## src/rtl/mult_dispatcher_if.sv

```systemverilog
// Bundle of the three handshakes around the multiplier dispatcher:
// the operand input stream, the sequential-multiplier side and the result output.
//
// Handshake semantics:
//   in_valid/in_ready: the producer holds in_valid and the operands stable until it
//   sees in_ready. A pair transfers on every rising edge where both are high.
//   in_ready does not depend on in_valid.
//   mul_start/mul_ready: mul_start is a single-cycle pulse. mul_ready is a level.
//   The multiplier signals completion by taking mul_ready from low to high while
//   mul_product holds the result.
//   res_valid/res_ack: the dispatcher holds res_valid and res_product until the
//   consumer raises res_ack. The result is released on the rising edge where both
//   are high. res_ack has no effect while res_valid is low.
interface mult_dispatcher_if #(
  parameter int DP_WIDTH = 5
);
  logic                  in_valid;
  logic                  in_ready;
  logic [DP_WIDTH-1:0]   in_multiplier;
  logic [DP_WIDTH-1:0]   in_multiplicand;
  logic                  mul_start;
  logic [DP_WIDTH-1:0]   mul_multiplier;
  logic [DP_WIDTH-1:0]   mul_multiplicand;
  logic [2*DP_WIDTH-1:0] mul_product;
  logic                  mul_ready;
  logic                  res_valid;
  logic [2*DP_WIDTH-1:0] res_product;
  logic                  res_ack;
  logic                  busy;

  // Dispatcher side
  modport slave (
    input  in_valid, in_multiplier, in_multiplicand, mul_product, mul_ready, res_ack,
    output in_ready, mul_start, mul_multiplier, mul_multiplicand, res_valid, res_product,
           busy
  );

  // Environment side: operand producer, multiplier and result consumer
  modport master (
    output in_valid, in_multiplier, in_multiplicand, mul_product, mul_ready, res_ack,
    input  in_ready, mul_start, mul_multiplier, mul_multiplicand, res_valid, res_product,
           busy
  );
endinterface

```

## src/rtl/mult_dispatcher.sv

```systemverilog
// Operand FIFO in front of an external sequential multiplier. Each queued pair
// is issued in order, one at a time. The product is captured on a fresh rising
// edge of mul_ready, then held until the consumer acknowledges it.
module mult_dispatcher #(
  parameter int DP_WIDTH = 5,
  parameter int DEPTH    = 4
) (
  input  logic             clk,
  input  logic             reset,
  mult_dispatcher_if.slave bus,
  output logic [1:0]       dbg_state
);

  localparam int AW = (DEPTH > 1) ? $clog2(DEPTH) : 1;
  localparam int CW = AW + 1;

  typedef enum logic [1:0] {
    IDLE  = 2'd0,
    ISSUE = 2'd1,
    WAIT  = 2'd2,
    HOLD  = 2'd3
  } state_t;

  state_t state;
  state_t next_state;

  logic [DP_WIDTH-1:0]   fifo_a [DEPTH];
  logic [DP_WIDTH-1:0]   fifo_b [DEPTH];
  logic [AW-1:0]         wr_ptr;
  logic [AW-1:0]         rd_ptr;
  logic [CW-1:0]         count;
  logic                  full;
  logic                  empty;
  logic                  push;
  logic                  pop;

  logic                  load;
  logic                  start_set;
  logic                  capture;
  logic                  release_res;

  logic [DP_WIDTH-1:0]   op_a;
  logic [DP_WIDTH-1:0]   op_b;
  logic                  start_q;
  logic                  ready_q;
  logic                  ready_qq;
  logic                  ready_rise;
  logic                  res_valid_q;
  logic [2*DP_WIDTH-1:0] res_q;

  assign full       = (count == CW'(DEPTH));
  assign empty      = (count == '0);
  assign push       = bus.in_valid & ~full;
  assign pop        = load;
  assign ready_rise = ready_q & ~ready_qq;

  // Operand storage; contents only matter where count says they are valid
  always_ff @(posedge clk) begin
    if (push) begin
      fifo_a[wr_ptr] <= bus.in_multiplier;
      fifo_b[wr_ptr] <= bus.in_multiplicand;
    end
  end

  // Wrap-around pointers and occupancy; push and pop on the same edge cancel out
  always_ff @(posedge clk or negedge reset) begin
    if (!reset) begin
      wr_ptr <= '0;
      rd_ptr <= '0;
      count  <= '0;
    end else begin
      if (push) wr_ptr <= wr_ptr + 1'b1;
      if (pop)  rd_ptr <= rd_ptr + 1'b1;
      case ({push, pop})
        2'b10:   count <= count + 1'b1;
        2'b01:   count <= count - 1'b1;
        default: count <= count;
      endcase
    end
  end

  // FSM state register
  always_ff @(posedge clk or negedge reset) begin
    if (!reset) state <= IDLE;
    else        state <= next_state;
  end

  // FSM next state and one-cycle control strobes
  always_comb begin
    next_state  = state;
    load        = 1'b0;
    start_set   = 1'b0;
    capture     = 1'b0;
    release_res = 1'b0;
    case (state)
      IDLE: begin
        if (!empty) begin
          load       = 1'b1;
          next_state = ISSUE;
        end
      end
      ISSUE: begin
        start_set  = 1'b1;
        next_state = WAIT;
      end
      WAIT: begin
        if (ready_rise) begin
          capture    = 1'b1;
          next_state = HOLD;
        end
      end
      HOLD: begin
        if (bus.res_ack && res_valid_q) begin
          release_res = 1'b1;
          next_state  = IDLE;
        end
      end
      default: next_state = IDLE;
    endcase
  end

  // Issue registers: operands held from the pop until the next pop; start is
  // registered so it appears in the first WAIT cycle
  always_ff @(posedge clk or negedge reset) begin
    if (!reset) begin
      op_a    <= '0;
      op_b    <= '0;
      start_q <= 1'b0;
    end else begin
      if (load) begin
        op_a <= fifo_a[rd_ptr];
        op_b <= fifo_b[rd_ptr];
      end
      start_q <= start_set;
    end
  end

  // mul_ready history. The older sample is forced high when leaving ISSUE so a
  // level that was already high before the start pulse cannot look like a rise.
  always_ff @(posedge clk or negedge reset) begin
    if (!reset) begin
      ready_q  <= 1'b0;
      ready_qq <= 1'b0;
    end else begin
      ready_q  <= bus.mul_ready;
      ready_qq <= start_set ? 1'b1 : ready_q;
    end
  end

  // Result register: loaded on capture, held through HOLD, released on ack
  always_ff @(posedge clk or negedge reset) begin
    if (!reset) begin
      res_valid_q <= 1'b0;
      res_q       <= '0;
    end else begin
      if (capture) begin
        res_valid_q <= 1'b1;
        res_q       <= bus.mul_product;
      end else if (release_res) begin
        res_valid_q <= 1'b0;
      end
    end
  end

  assign bus.in_ready         = ~full;
  assign bus.mul_start        = start_q;
  assign bus.mul_multiplier   = op_a;
  assign bus.mul_multiplicand = op_b;
  assign bus.res_valid        = res_valid_q;
  assign bus.res_product      = res_q;
  assign bus.busy             = (state != IDLE) | ~empty;
  assign dbg_state            = state;

endmodule
```

## src/flat_wrapper.sv

```systemverilog
// flat-port wrapper written by rule: the top's interface ports become plain ports
module mult_dispatcher_flat 
#(
  parameter int DP_WIDTH = 5,
  parameter int DEPTH    = 4
)
  (clk, reset, dbg_state, bus_in_valid, bus_in_multiplier, bus_in_multiplicand, bus_mul_product, bus_mul_ready, bus_res_ack, bus_in_ready, bus_mul_start, bus_mul_multiplier, bus_mul_multiplicand, bus_res_valid, bus_res_product, bus_busy);
  mult_dispatcher_if #(.DP_WIDTH(DP_WIDTH)) bus_i ();
  input  logic clk;
  input  logic reset;
  output logic [1:0] dbg_state;
  input wire logic [$bits(bus_i.in_valid)-1:0] bus_in_valid;
  input wire logic [$bits(bus_i.in_multiplier)-1:0] bus_in_multiplier;
  input wire logic [$bits(bus_i.in_multiplicand)-1:0] bus_in_multiplicand;
  input wire logic [$bits(bus_i.mul_product)-1:0] bus_mul_product;
  input wire logic [$bits(bus_i.mul_ready)-1:0] bus_mul_ready;
  input wire logic [$bits(bus_i.res_ack)-1:0] bus_res_ack;
  output wire logic [$bits(bus_i.in_ready)-1:0] bus_in_ready;
  output wire logic [$bits(bus_i.mul_start)-1:0] bus_mul_start;
  output wire logic [$bits(bus_i.mul_multiplier)-1:0] bus_mul_multiplier;
  output wire logic [$bits(bus_i.mul_multiplicand)-1:0] bus_mul_multiplicand;
  output wire logic [$bits(bus_i.res_valid)-1:0] bus_res_valid;
  output wire logic [$bits(bus_i.res_product)-1:0] bus_res_product;
  output wire logic [$bits(bus_i.busy)-1:0] bus_busy;
  assign bus_i.in_valid = bus_in_valid;
  assign bus_i.in_multiplier = bus_in_multiplier;
  assign bus_i.in_multiplicand = bus_in_multiplicand;
  assign bus_i.mul_product = bus_mul_product;
  assign bus_i.mul_ready = bus_mul_ready;
  assign bus_i.res_ack = bus_res_ack;
  assign bus_in_ready = bus_i.in_ready;
  assign bus_mul_start = bus_i.mul_start;
  assign bus_mul_multiplier = bus_i.mul_multiplier;
  assign bus_mul_multiplicand = bus_i.mul_multiplicand;
  assign bus_res_valid = bus_i.res_valid;
  assign bus_res_product = bus_i.res_product;
  assign bus_busy = bus_i.busy;
  mult_dispatcher #(.DP_WIDTH(DP_WIDTH), .DEPTH(DEPTH)) u_core (.clk(clk), .reset(reset), .bus(bus_i), .dbg_state(dbg_state));
endmodule
```

## config.mk

```make
export PLATFORM = sky130hd
export DESIGN_NAME = mult_dispatcher_flat
export DESIGN_NICKNAME = d
export VERILOG_FILES = /design/src/rtl/mult_dispatcher_if.sv /design/src/rtl/mult_dispatcher.sv /design/src/flat_wrapper.sv
export SDC_FILE = /design/constraint.sdc
export NUM_CORES = 1
export LEC_CHECK = 0
export ABC_CLOCK_PERIOD_IN_PS = 4050
export CAP_MARGIN = 20
export CORE_AREA = 2 2 74 76
export CTS_BUF_LIST = sky130_fd_sc_hd__clkbuf_8
export DETAILED_ROUTE_END_ITERATION = 12
export DIE_AREA = 0 0 76 78
export GPL_TIMING_DRIVEN = 0
export PLACE_DENSITY = 0.95
export SKIP_LAST_GASP = 1
export SYNTH_ARGS = -nofsm -noshare
export SYNTH_HDL_FRONTEND = slang
export SYNTH_SLANG_ARGS = --single-unit
export TNS_END_PERCENT = 1
```

## constraint.sdc

```tcl
create_clock -name clk -period 4.05 [get_ports clk]
set_clock_uncertainty 0.05 [all_clocks]
set_input_delay 0.81 -clock clk [delete_from_list [all_inputs] [get_ports clk]]
set_output_delay 0.81 -clock clk [all_outputs]
set_load 0.005 [all_outputs]
```

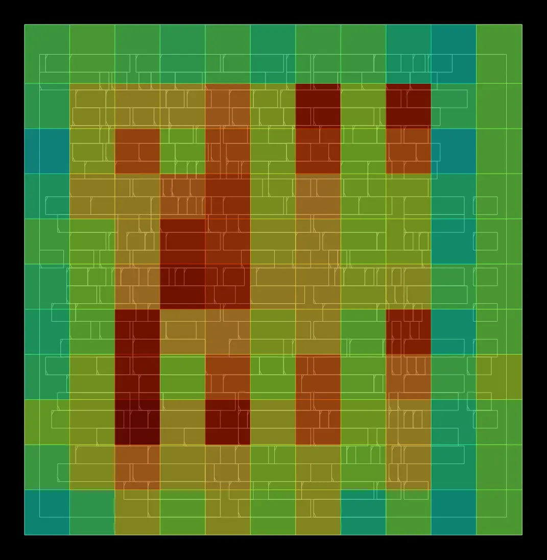
*Routing congestion map, run 1*
average wire per standard cell: 17.6 um
layer with the highest usage: met2
fraction of the core area covered by cells at the end of the flow: 73.8%
GR met2 Demand/Resource: 33.5%
global-route usage over all layers: 20.4%

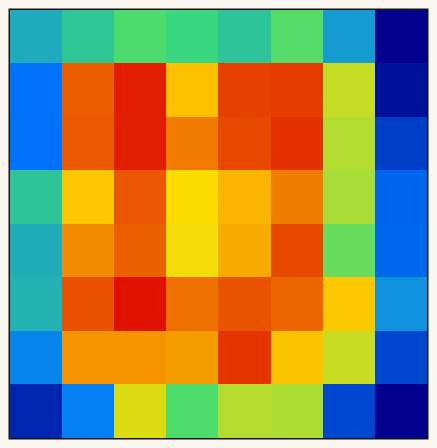
*Cell density map, run 1*
8 x 8 tiles, from dark blue (low) to red (high), 0 to 100% covered.
fullest tile: 98%
nearly empty tiles: 3.1%
mean over tiles: 61%
tiles over 75% full: 45%
floorplan utilization: 57.7%
placeable core region: 5040 um2

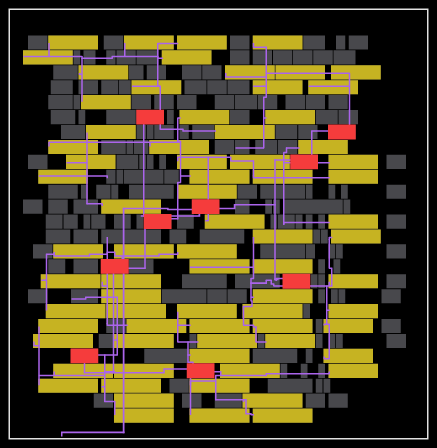
*Clock network drawn from the DEF, run 1*
legend:
  clock wires:
    colour: purple
    length: 791 um
  clock-net drivers:
    colour: red
    count: 9
  flip-flops:
    colour: yellow
    count: 73
routed clock nets: 10
P_clk: 0.000638 W
fraction of power consumed by the clock network: 22.5%
worst-skew pair later-pin latency: 0.34 ns

==> impl_metrics.yaml, run 1 <==
# generated from flow reports
run_status:
  outcome: "completed"
critical_path:
  critPathArrivalTime_ns: 3.02
  number_of_logic_stages_on_the_critical_path_including_buffering: 11
  timing.critical_path.to: "u_core.count[2]$_DFFE_PN0P_"
  worst_setup_path_end_kind: "register"
  worstSetupStartpoint: "u_core.dbg_state[0]$_DFFE_PN0P_"
  startpoint_type: "register"
  timing.critical_path.fanout_max: 10
  cpLargestDelayFamily: "adder cells"
  path_common_cell: "sky130_fd_sc_hd__inv_1"
  crit_slowest_cell: "sky130_fd_sc_hd__dfrtp_1"
  worst-setup-path-type: "register to register"
  origin_of_the_critical_flop_to_flop_path: "u_core.dbg_state[0]$_DFFE_PN0P_"
  r2r-end: "u_core.count[2]$_DFFE_PN0P_"
clock_network:
  tritoncts_num_sinks: 73
  number_of_buffers_on_the_longest_clock_path: 2
  post_cts_buffers: 0
  tritoncts: "done"
  ctsRootBufferMaster: "sky130_fd_sc_hd__clkbuf_8"
synth:
  ys_seq_share_pct: 69.6
  synth_area_leader_cell: "sky130_fd_sc_hd__edfxtp_1"
  synth_nets: 214
  netlist_top_cells_area: "sky130_fd_sc_hd__edfxtp_1 (41%), sky130_fd_sc_hd__dfrtp_1 (28%), sky130_fd_sc_hd__mux4_2 (7.7%)"
  netlist_area_um2: 2910
  syn_inst: 178
  synth.top_cell.area_share_pct: 41.3
floorplanning:
  die_area_um2: 5930
  row_count: 26
  i_o_pin_total: 51
timing:
  final-setup-viol-count: 0
  timing_hold_violations_final: 0
  timing.final.crit_share_pct: 69.5
  tightest_slew_ns: 0.729
  tns_ns: 0
  post-route-min-period_ns: 2.82
grt:
  first_global_vias: 1770
  groute.layer.met3.usage_pct: 5.00
  maximum_number_of_pins_on_one_net_before_global_route_repair: 34
routing:
  drt-pass1-iter-count: 4
  postRouteAntennaNets: 0
  wl_um: 5540
  avgViaCountPerCell: 5.29
  post-route-drc-count: 0
layout:
  syn_to_final_growth_pct: 27.9
  register_area_um2: 2030
  diodes: 0
  mi_logic_area_um2: 826
placement:
  buffers_on_ports: 50
  place.detailed.hpwl_um: 3630
  placedInstanceArea_um2: 3490
power:
  pg_seq_w: 0.00117
  power_per_cell_area_nw_per_um2: 761
  pwr-share-comb_pct: 36.1
  cell_internal_pwr_w: 0.00199
  seq_power_share_pct: 41.4
  power.share.switching_pct: 29.8
  p_sw_w: 0.000845
  largestPowerGroup: "sequential cells"
min_path:
  min-delay-start: "u_core.bus.mul_multiplier[1]$_DFFE_PN0P_"
  whs_endpoint: "u_core.bus.mul_multiplier[1]$_DFFE_PN0P_"
==> run 1: cell type report <==
cell class,instances,area share (%)
Tap cell,70,2.35
Buffer,5,0.672
Sequential cell,73,54.4
Inverter,9,0.907
Clock inverter,5,2.08
Multi-Input combinational cell,91,22.2
Timing Repair Buffer,50,13.3
Clock buffer,11,4.07
==> run 1: stage by stage <==
step	total power [W]	hold slack (ns)	setup slack, ns	instances
2_1_floorplan	0.00175	0.414	1.72	178
3_3_place_gp	0.00213	0.413	1.40	298
3_5_place_dp	0.00220	0.415	1.27	298
4_1_cts	0.00285	0.432	1.23	314
5_1_grt	0.00299	0.446	0.996	314
6_report	0.00283	0.424	1.23	314
==> run 1: cells in the mapped netlist <==
cell type	count
sky130_fd_sc_hd__edfxtp_1	40
sky130_fd_sc_hd__nand2_1	35
sky130_fd_sc_hd__dfrtp_1	33
sky130_fd_sc_hd__mux2_2	11
sky130_fd_sc_hd__ha_1	10
sky130_fd_sc_hd__mux4_2	10
sky130_fd_sc_hd__inv_1	9
sky130_fd_sc_hd__and3_2	4
sky130_fd_sc_hd__xnor2_1	4
sky130_fd_sc_hd__buf_2	2
sky130_fd_sc_hd__clkbuf_1	2
sky130_fd_sc_hd__mux2i_1	2
sky130_fd_sc_hd__nor2_1	2
sky130_fd_sc_hd__xor2_1	2
sky130_fd_sc_hd__a21boi_0	1
sky130_fd_sc_hd__a221oi_2	1
sky130_fd_sc_hd__and2_4	1
sky130_fd_sc_hd__buf_4	1
sky130_fd_sc_hd__fa_1	1
sky130_fd_sc_hd__mux2_4	1
sky130_fd_sc_hd__nand2b_1	1
sky130_fd_sc_hd__nand3b_1	1
sky130_fd_sc_hd__nor3_1	1
sky130_fd_sc_hd__o31ai_1	1
sky130_fd_sc_hd__or2_2	1
sky130_fd_sc_hd__or3b_4	1
==> run 1: placed cells by master (no fill, tap or decap), drive strengths merged, types with 9 or more instances in the layout <==
| master | count |
|---|---|
| nand2 | 35 |
| edfxtp | 40 |
| clkdlybuf4s50 | 49 |
| inv | 9 |
| dfrtp | 33 |
| ha | 10 |
| mux4 | 10 |
| mux2 | 12 |
| clkbuf | 13 |
==> run 1: state kept, by name, indices dropped and copies added (netlist names) <==
| name | cells |
|---|---|
| u_core.bus.mul_multiplicand | 5 |
| u_core.bus.mul_multiplier | 5 |
| u_core.bus.mul_start | 1 |
| u_core.bus.res_product | 10 |
| u_core.bus.res_valid | 1 |
| u_core.count | 3 |
| u_core.dbg_state | 2 |
| u_core.fifo_a | 20 |
| u_core.fifo_b | 20 |
| u_core.rd_ptr | 2 |
| u_core.ready_q | 1 |
| u_core.ready_qq | 1 |
| u_core.wr_ptr | 2 |
==> run 1: cell families (layout without fill, tap and decap cells) <==
kind of cell,count (synthesis),in the layout,share of synthesized area [%]
buffers and inverters,14,80,2.02
DFF,73,73,69.6
muxes,24,24,13.2
adders and majority gates,11,11,4.98
and+or+nand+nor,47,47,7.35
AOI/OAI and AO/OA,3,3,1.03
xor gates and xnor gates,6,6,1.80
==> run 1: routing by layer <==
layer / vias to the layer above / share of wire (%)
met5: - / 0
met4: 0 / 2.9
met3: 17 / 3.8
met2: 50 / 52
met1: 841 / 42
li1: 752 / -
==> run 2: changes to the inputs <==
--- a/config.mk
+++ b/config.mk
@@ -5,14 +5,14 @@
 export SDC_FILE = /design/constraint.sdc
 export NUM_CORES = 1
 export LEC_CHECK = 0
-export ABC_CLOCK_PERIOD_IN_PS = 4050
+export ABC_CLOCK_PERIOD_IN_PS = 2700
 export CAP_MARGIN = 20
-export CORE_AREA = 2 2 74 76
+export CORE_AREA = 2 2 77 79
 export CTS_BUF_LIST = sky130_fd_sc_hd__clkbuf_8
 export DETAILED_ROUTE_END_ITERATION = 12
-export DIE_AREA = 0 0 76 78
+export DIE_AREA = 0 0 79 81
 export GPL_TIMING_DRIVEN = 0
-export PLACE_DENSITY = 0.95
+export PLACE_DENSITY = 0.9
 export SKIP_LAST_GASP = 1
 export SYNTH_ARGS = -nofsm -noshare
 export SYNTH_HDL_FRONTEND = slang
==> constraint.sdc (replaced) <==
create_clock -name clk -period 2.7 [get_ports clk]
set_clock_uncertainty 0.05 [all_clocks]
set_input_delay 0.54 -clock clk [delete_from_list [all_inputs] [get_ports clk]]
set_output_delay 0.54 -clock clk [all_outputs]
set_load 0.005 [all_outputs]
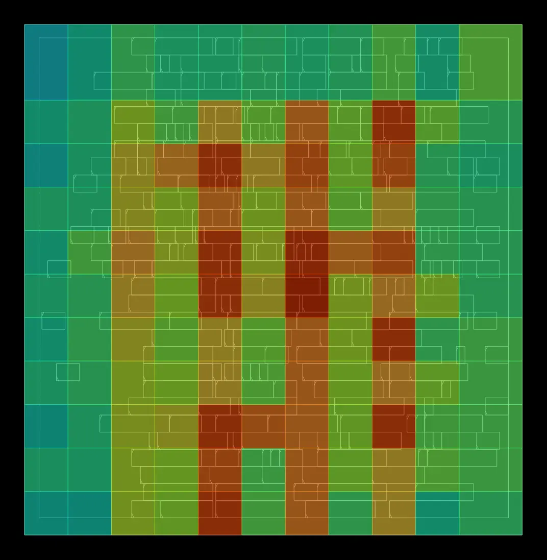
*Routing congestion map, run 2*
met3 global-route usage: 4.44%
GR met2 Demand/Resource: 30.8%
global-route met1 utilization: 22.2%

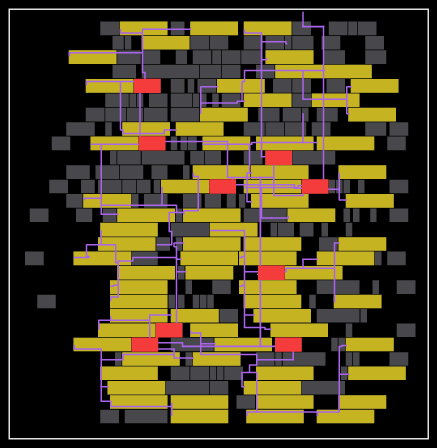
*Clock network drawn from the DEF, run 2*
legend:
  clock-net drivers:
    colour: red
    count: 9
  flip-flops:
    colour: yellow
    count: 73
  clock wires:
    colour: purple
    length: 799 um
routed clock nets: 10

==> run 2 against run 1 <==
  * Critical path depth shrank 1
  * Non-clock buffer count shrank 1
  * Final area shrank 0.97%
  * Worst hold slack lost 0.21 ns
  * Via count shrank 2.4%
  * Die area grew 7.9%
  * Synthesized cell count is the same
  * Critical path type unchanged
  * Critical endpoint unchanged
  * Highest routed layer unchanged
==> impl_metrics.yaml, run 2 <==
# generated from flow reports
synth:
  synth_nets: 214
  synth_top_cell_by_count: "sky130_fd_sc_hd__edfxtp_1"
  synth_area_per_cell_um2: 16.4
  ys_seq_elements: 73
  enable_flop_cells: 40
  ys_seq_share_pct: 69.6
  yosys-stat-cells: 178
  asyncSetResetFlopFracSynth_pct: 45.2
  top_cells_by_count: "sky130_fd_sc_hd__edfxtp_1 (40), sky130_fd_sc_hd__nand2_1 (35), sky130_fd_sc_hd__dfrtp_1 (33)"
  flop_cell: "sky130_fd_sc_hd__edfxtp_1"
  netlist_top_cells_area: "sky130_fd_sc_hd__edfxtp_1 (41%), sky130_fd_sc_hd__dfrtp_1 (28%), sky130_fd_sc_hd__mux4_2 (7.7%)"
  syn_inst: 178
  netlist_area_um2: 2910
  synth_area_leader_cell: "sky130_fd_sc_hd__edfxtp_1"
  synth.top_cell.area_share_pct: 41.3
min_path:
  min-delay-path-class: "input pin to asynchronous set/reset pin"
critical_path:
  worst_setup_path_end_kind: "register"
  worstPathCellList: "inv_1 > ha_1 > o31ai_1 > inv_2 > ha_1 > inv_1 > fa_1 > xor2_1 > nor2_1 > xor2_1"
  startpoint_type: "register"
  crit_slowest_cell: "sky130_fd_sc_hd__dfrtp_1"
  critPathArrivalTime_ns: 2.64
  timing.critical_path.fanout_max: 12
  cpLargestDelayFamily: "adder cells"
  worst-setup-path-type: "register to register"
run_status:
  outcome: "completed"
grt:
  global_route_usage_over_all_layers_pct: 17.8
  grt_first_pass_wirelength_um: 8420
  grt_most_used_layer: "met2"
  first_global_vias: 1714
  maximum_number_of_pins_on_one_net_before_global_route_repair: 34
layout:
  syn_to_final_growth_pct: 26.6
  layout_top_cell: "sky130_fd_sc_hd__clkdlybuf4s50_1"
  stdcell_count: 318
  diodes: 0
  drive_above_1_share_pct: 19.3
  layout_top_cells_excl_fill_tap: "sky130_fd_sc_hd__clkdlybuf4s50_1 (49), sky130_fd_sc_hd__edfxtp_1 (40), sky130_fd_sc_hd__nand2_1 (35)"
clock_network:
  tritoncts: "done"
  tritoncts_num_sinks: 73
  ctsRootBufferMaster: "sky130_fd_sc_hd__clkbuf_8"
  number_of_buffers_on_the_longest_clock_path: 2
  cts.htree.levels: 3
  clk-insertion-delay-late_ns: 0.33
  clk_pin_slew_worst_paths_ns: 0.07
placement:
  place.detailed.hpwl_um: 3680
  place_ws_ns: -0.0298
  dp.cells: 303
  buffers_on_ports: 50
routing:
  drt-pass1-iter-count: 4
  avgViaCountPerCell: 5.09
  wl_per_cell_um: 16.4
  postRouteAntennaNets: 0
  post-route-drc-count: 0
  wl_um: 5200
power:
  static-leakage-power_nw: 1.49
  power_per_cell_area_nw_per_um2: 1110
  vdd_drop_max_mv: 0.421
  totalPowerFinal_w: 0.00408
floorplanning:
  floorplanUtilization_pct: 51.3
  die_area_um2: 6400
  placeableCoreArea_um2: 5680
  row_count: 28
  die_h_um: 81
  i_o_pin_total: 51
timing:
  timing_hold_violations_final: 0
  post-route-min-period_ns: 2.44
  final-setup-viol-count: 0
  layout_setup_ws_ns: 0.261
  timing.final.crit_share_pct: 90.3
  fin_worst_hold_slack_ns: 0.215
  tightest_slew_ns: 0.739
  tns_ns: 0
==> run 2: cell counts after synthesis <==
Identical to the previous run, type by type.
==> run 2: logic make-up (layout without fill, tap and decap cells) <==
| family | after synthesis | in the layout | share of synthesized area, % |
|---|---|---|---|
| multiplexers | 24 | 24 | 13.2 |
| flip-flops | 73 | 73 | 69.6 |
| buffers and inverters | 14 | 79 | 2.02 |
| XOR/XNOR | 6 | 6 | 1.80 |
| AND-OR/OR-AND | 3 | 3 | 1.03 |
| AND/OR/NAND/NOR | 47 | 47 | 7.35 |
| adder cells (fa/ha/maj) | 11 | 11 | 4.98 |
==> run 2: metal layers <==
layer  share of wire (%)  vias up
met4                 1.2        0
met3                 3.9        5
met1                  40      827
met5                   0        -
met2                  54       41
li1                    -      747
==> run 2: cell type report <==
cell class / instances / area (um2) / share of cell area [%]
well taps: 75 / 93.8 / 2.54
plain buffers: 4 / 21.3 / 0.577
inverters: 9 / 33.8 / 0.916
flip-flops and latches: 73 / 2030 / 55.0
clock inverters: 6 / 52.6 / 1.43
multi-input cells: 91 / 826 / 22.4
repair buffers: 50 / 495 / 13.4
clock buffers: 10 / 138 / 3.73
==> run 2: worst register-to-register path, cell delays in order, from the launching register on <==
cell	delay, ns
sky130_fd_sc_hd__dfrtp_1	0.42
sky130_fd_sc_hd__inv_1	0.14
sky130_fd_sc_hd__ha_1	0.24
sky130_fd_sc_hd__o31ai_1	0.15
sky130_fd_sc_hd__inv_2	0.22
sky130_fd_sc_hd__ha_1	0.22
sky130_fd_sc_hd__inv_1	0.07
sky130_fd_sc_hd__fa_1	0.38
sky130_fd_sc_hd__xor2_1	0.15
sky130_fd_sc_hd__nor2_1	0.13
sky130_fd_sc_hd__xor2_1	0.18
==> run 2: what timing repair did <==
item | in CTS | in global routing
hold endpoints to repair | 0 | 0
buffers inserted | 0 | 0
setup endpoints to repair | 1 | 1
gates resized | 0 | 1
hold buffers | 0 | 0
==> run 2: final timing paths <==
kind	to	slack, ns	from	cells after the start
max in group asynchronous	u_core.bus.mul_multiplier[4]$_DFFE_PN0P_	1.90	reset	1
worst max-delay path	u_core.count[2]$_DFFE_PN0P_	0.26	u_core.dbg_state[0]$_DFFE_PN0P_	10
worst max register to register	u_core.count[2]$_DFFE_PN0P_	0.26	u_core.dbg_state[0]$_DFFE_PN0P_	10
worst min register to register	u_core.bus.mul_multiplicand[3]$_DFFE_PN0P_	0.42	u_core.bus.mul_multiplicand[3]$_DFFE_PN0P_	2
worst min-delay path	u_core.bus.res_product[1]$_DFFE_PN0P_	0.22	reset	1
min in group clk	u_core.bus.mul_multiplicand[3]$_DFFE_PN0P_	0.42	u_core.bus.mul_multiplicand[3]$_DFFE_PN0P_	2
==> run 2: metrics by stage <==
step / util (%) / instance area [um2]
after CTS: 65.0 / 3690
after detailed placement: 61.7 / 3500
after global placement: 61.8 / 3510
after floorplan: - / 2910
after global routing: 65.0 / 3690
final: 65.0 / 3690
==> run 2: power by group <==
part,switching [W],total (W),leakage [nW],internal (W)
logic,0.000670,0.00152,0.629,0.000850
clock network,0.000375,0.000815,0.104,0.000439
registers,0.000187,0.00175,0.760,0.00156
total,0.00123,0.00408,1.49,0.00285
==> run 3: changes to the inputs <==
--- a/config.mk
+++ b/config.mk
@@ -17,4 +17,4 @@
 export SYNTH_ARGS = -nofsm -noshare
 export SYNTH_HDL_FRONTEND = slang
 export SYNTH_SLANG_ARGS = --single-unit
-export TNS_END_PERCENT = 1
+export TNS_END_PERCENT = 50
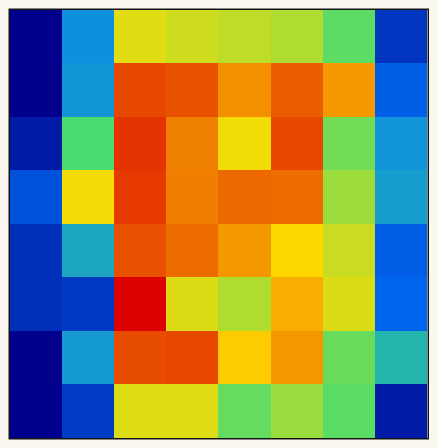
*Cell density map, run 3*
8 x 8 tiles, from dark blue (low) to red (high), 0 to 100% covered.
fullest tile: 100%
tiles over 75% full: 34%
nearly empty tiles: 6.2%
emptiest ninth of the die: bottom left
mean over tiles: 56%
placeable core region: 5680 um2
floorplan utilization: 51.3%

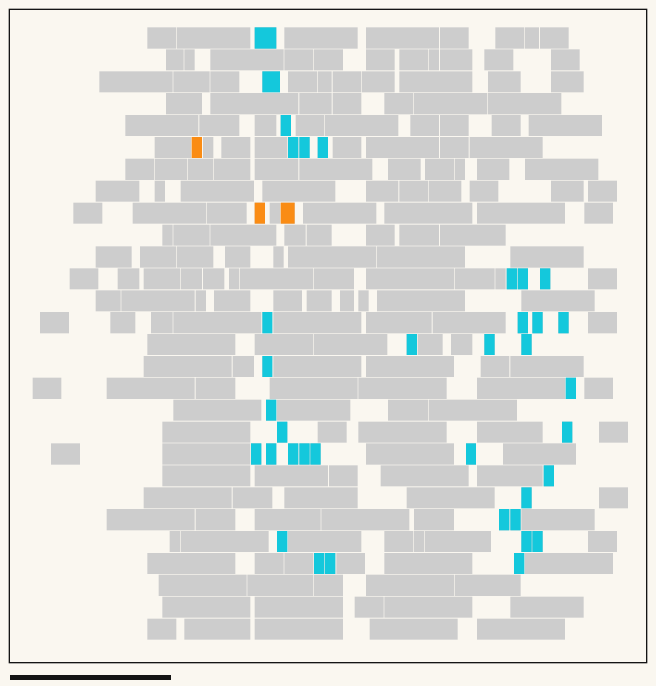
*Gate-type map, run 3*
Scale bar: 20 um.
legend:
  nand cells:
    colour: cyan
    cells: 37
  nor cells:
    colour: orange
    cells: 3

==> run 3 against run 2 <==
  * Area after synthesis is the same
  * Synthesized cell count did not move
  * Wire length unchanged
  * Largest power group unchanged
  * Core utilization is the same
  * Final area stayed put
  * Maximum frequency is the same
  * Total power unchanged
  * First-iteration DRC count did not move
  * Largest cell class unchanged
==> impl_metrics.yaml, run 3 <==
# generated from flow reports
placement:
  placedInstanceArea_um2: 3500
layout:
  diodes: 0
  layout_top_cells_excl_fill_tap: "sky130_fd_sc_hd__clkdlybuf4s50_1 (49), sky130_fd_sc_hd__edfxtp_1 (40), sky130_fd_sc_hd__nand2_1 (35)"
  syn_to_final_growth_pct: 26.6
  drive_above_1_share_pct: 19.3
  layout_top_cell: "sky130_fd_sc_hd__clkdlybuf4s50_1"
synth:
  share_of_the_synthesized_netlist_area_taken_by_xor_and_xnor_gates_pct: 1.80
  ys_seq_share_pct: 69.6
  synth-adder-area-share_pct: 4.98
  yosys-stat-cells: 178
  flop_cell: "sky130_fd_sc_hd__edfxtp_1"
  synth_area_leader_cell: "sky130_fd_sc_hd__edfxtp_1"
  top_cells_by_count: "sky130_fd_sc_hd__edfxtp_1 (40), sky130_fd_sc_hd__nand2_1 (35), sky130_fd_sc_hd__dfrtp_1 (33)"
  netlist_area_um2: 2910
  synth_nets: 214
  synth_area_per_cell_um2: 16.4
  synth.area.mux_share_pct: 13.2
  asyncSetResetFlopFracSynth_pct: 45.2
timing:
  tightest_slew_ns: 0.739
  layout_setup_ws_ns: 0.261
  post-route-min-period_ns: 2.44
clock_network:
  clk-insertion-delay-late_ns: 0.33
  ctsRootBufferMaster: "sky130_fd_sc_hd__clkbuf_8"
  tritoncts_num_sinks: 73
  clk_pin_slew_worst_paths_ns: 0.07
routing:
  postRouteAntennaNets: 0
  drt-pass1-iter-count: 4
run_status:
  outcome: "completed"
min_path:
  min-delay-path-class: "input pin to asynchronous set/reset pin"
critical_path:
  critPathArrivalTime_ns: 2.64
  startpoint_type: "register"
  timing.critical_path.fanout_max: 12
floorplanning:
  row_count: 28
  die_h_um: 81
grt:
  maximum_number_of_pins_on_one_net_before_global_route_repair: 34
==> run 3: cell counts after synthesis <==
Identical to the previous run, type by type.
==> run 3: layer usage <==
layer	wire length, um	track usage [%]	vias up	share of wire [%]
li1	-	-	747	-
met3	203	4.44	5	3.9
met1	2100	22.2	827	40
met4	62	6.03	0	1.2
met2	2830	30.8	41	54
met5	0	0	-	0
==> run 3: what timing repair did <==
| item | CTS | global route |
|---|---|---|
| gates resized | 0 | 1 |
| endpoints found under the hold margin | 0 | 0 |
| setup buffers | 0 | 0 |
| setup endpoints to repair | 1 | 1 |
==> run 3: kinds of logic after synthesis <==
kind of cell | count (synthesis)
simple gates | 47
flops | 73
compound gates | 3
xor+xnor | 6
mux | 24
buf+inv | 14
fa+ha+maj | 11
==> run 3: stage by stage <==
step	TNS [ns]	instances	hold slack (ns)	power, W	util (%)
detailed placement	-0.0298	303	0.412	0.00331	61.7
CTS	0	318	0.240	0.00412	65.0
finish	0	318	0.215	0.00408	65.0
global placement	0	303	0.406	0.00321	61.8
floorplan	0	178	0.194	0.00263	-
global route	0	318	0.268	0.00435	65.0
==> run 3: final timing paths <==
path / startpoint / endpoint / slack (ns)
max in group asynchronous: reset / u_core.bus.mul_multiplier[4]$_DFFE_PN0P_ / 1.90
min: reset / u_core.bus.res_product[1]$_DFFE_PN0P_ / 0.22
max: u_core.dbg_state[0]$_DFFE_PN0P_ / u_core.count[2]$_DFFE_PN0P_ / 0.26
min reg2reg: u_core.bus.mul_multiplicand[3]$_DFFE_PN0P_ / u_core.bus.mul_multiplicand[3]$_DFFE_PN0P_ / 0.42
max reg2reg: u_core.dbg_state[0]$_DFFE_PN0P_ / u_core.count[2]$_DFFE_PN0P_ / 0.26
min in group clk: u_core.bus.mul_multiplicand[3]$_DFFE_PN0P_ / u_core.bus.mul_multiplicand[3]$_DFFE_PN0P_ / 0.42
==> run 3: power breakdown <==
group	internal, W	leakage (nW)	switching [W]
sequential	0.00156	0.760	0.000187
clock	0.000439	0.104	0.000375
combinational	0.000850	0.629	0.000670
==> run 3: worst max-delay path: cells and delay by family (launching register included) <==
family | cells | cell delay [ns]
compound gates | 1 | 0.15
fa+ha+maj | 3 | 0.84
simple gates | 1 | 0.13
xor+xnor | 2 | 0.33
buf+inv | 3 | 0.43
flops | 1 | 0.42
==> run 3: layout make-up <==
type / instances / share of cell area (%)
Clock inverter: 6 / 1.43
Inverter: 9 / 0.916
Multi-Input combinational cell: 91 / 22.4
Tap cell: 75 / 2.54
Timing Repair Buffer: 50 / 13.4
Buffer: 4 / 0.577
Sequential cell: 73 / 55.0
Clock buffer: 10 / 3.73
No activity file was given, so power comes from the tool's default toggle rates.
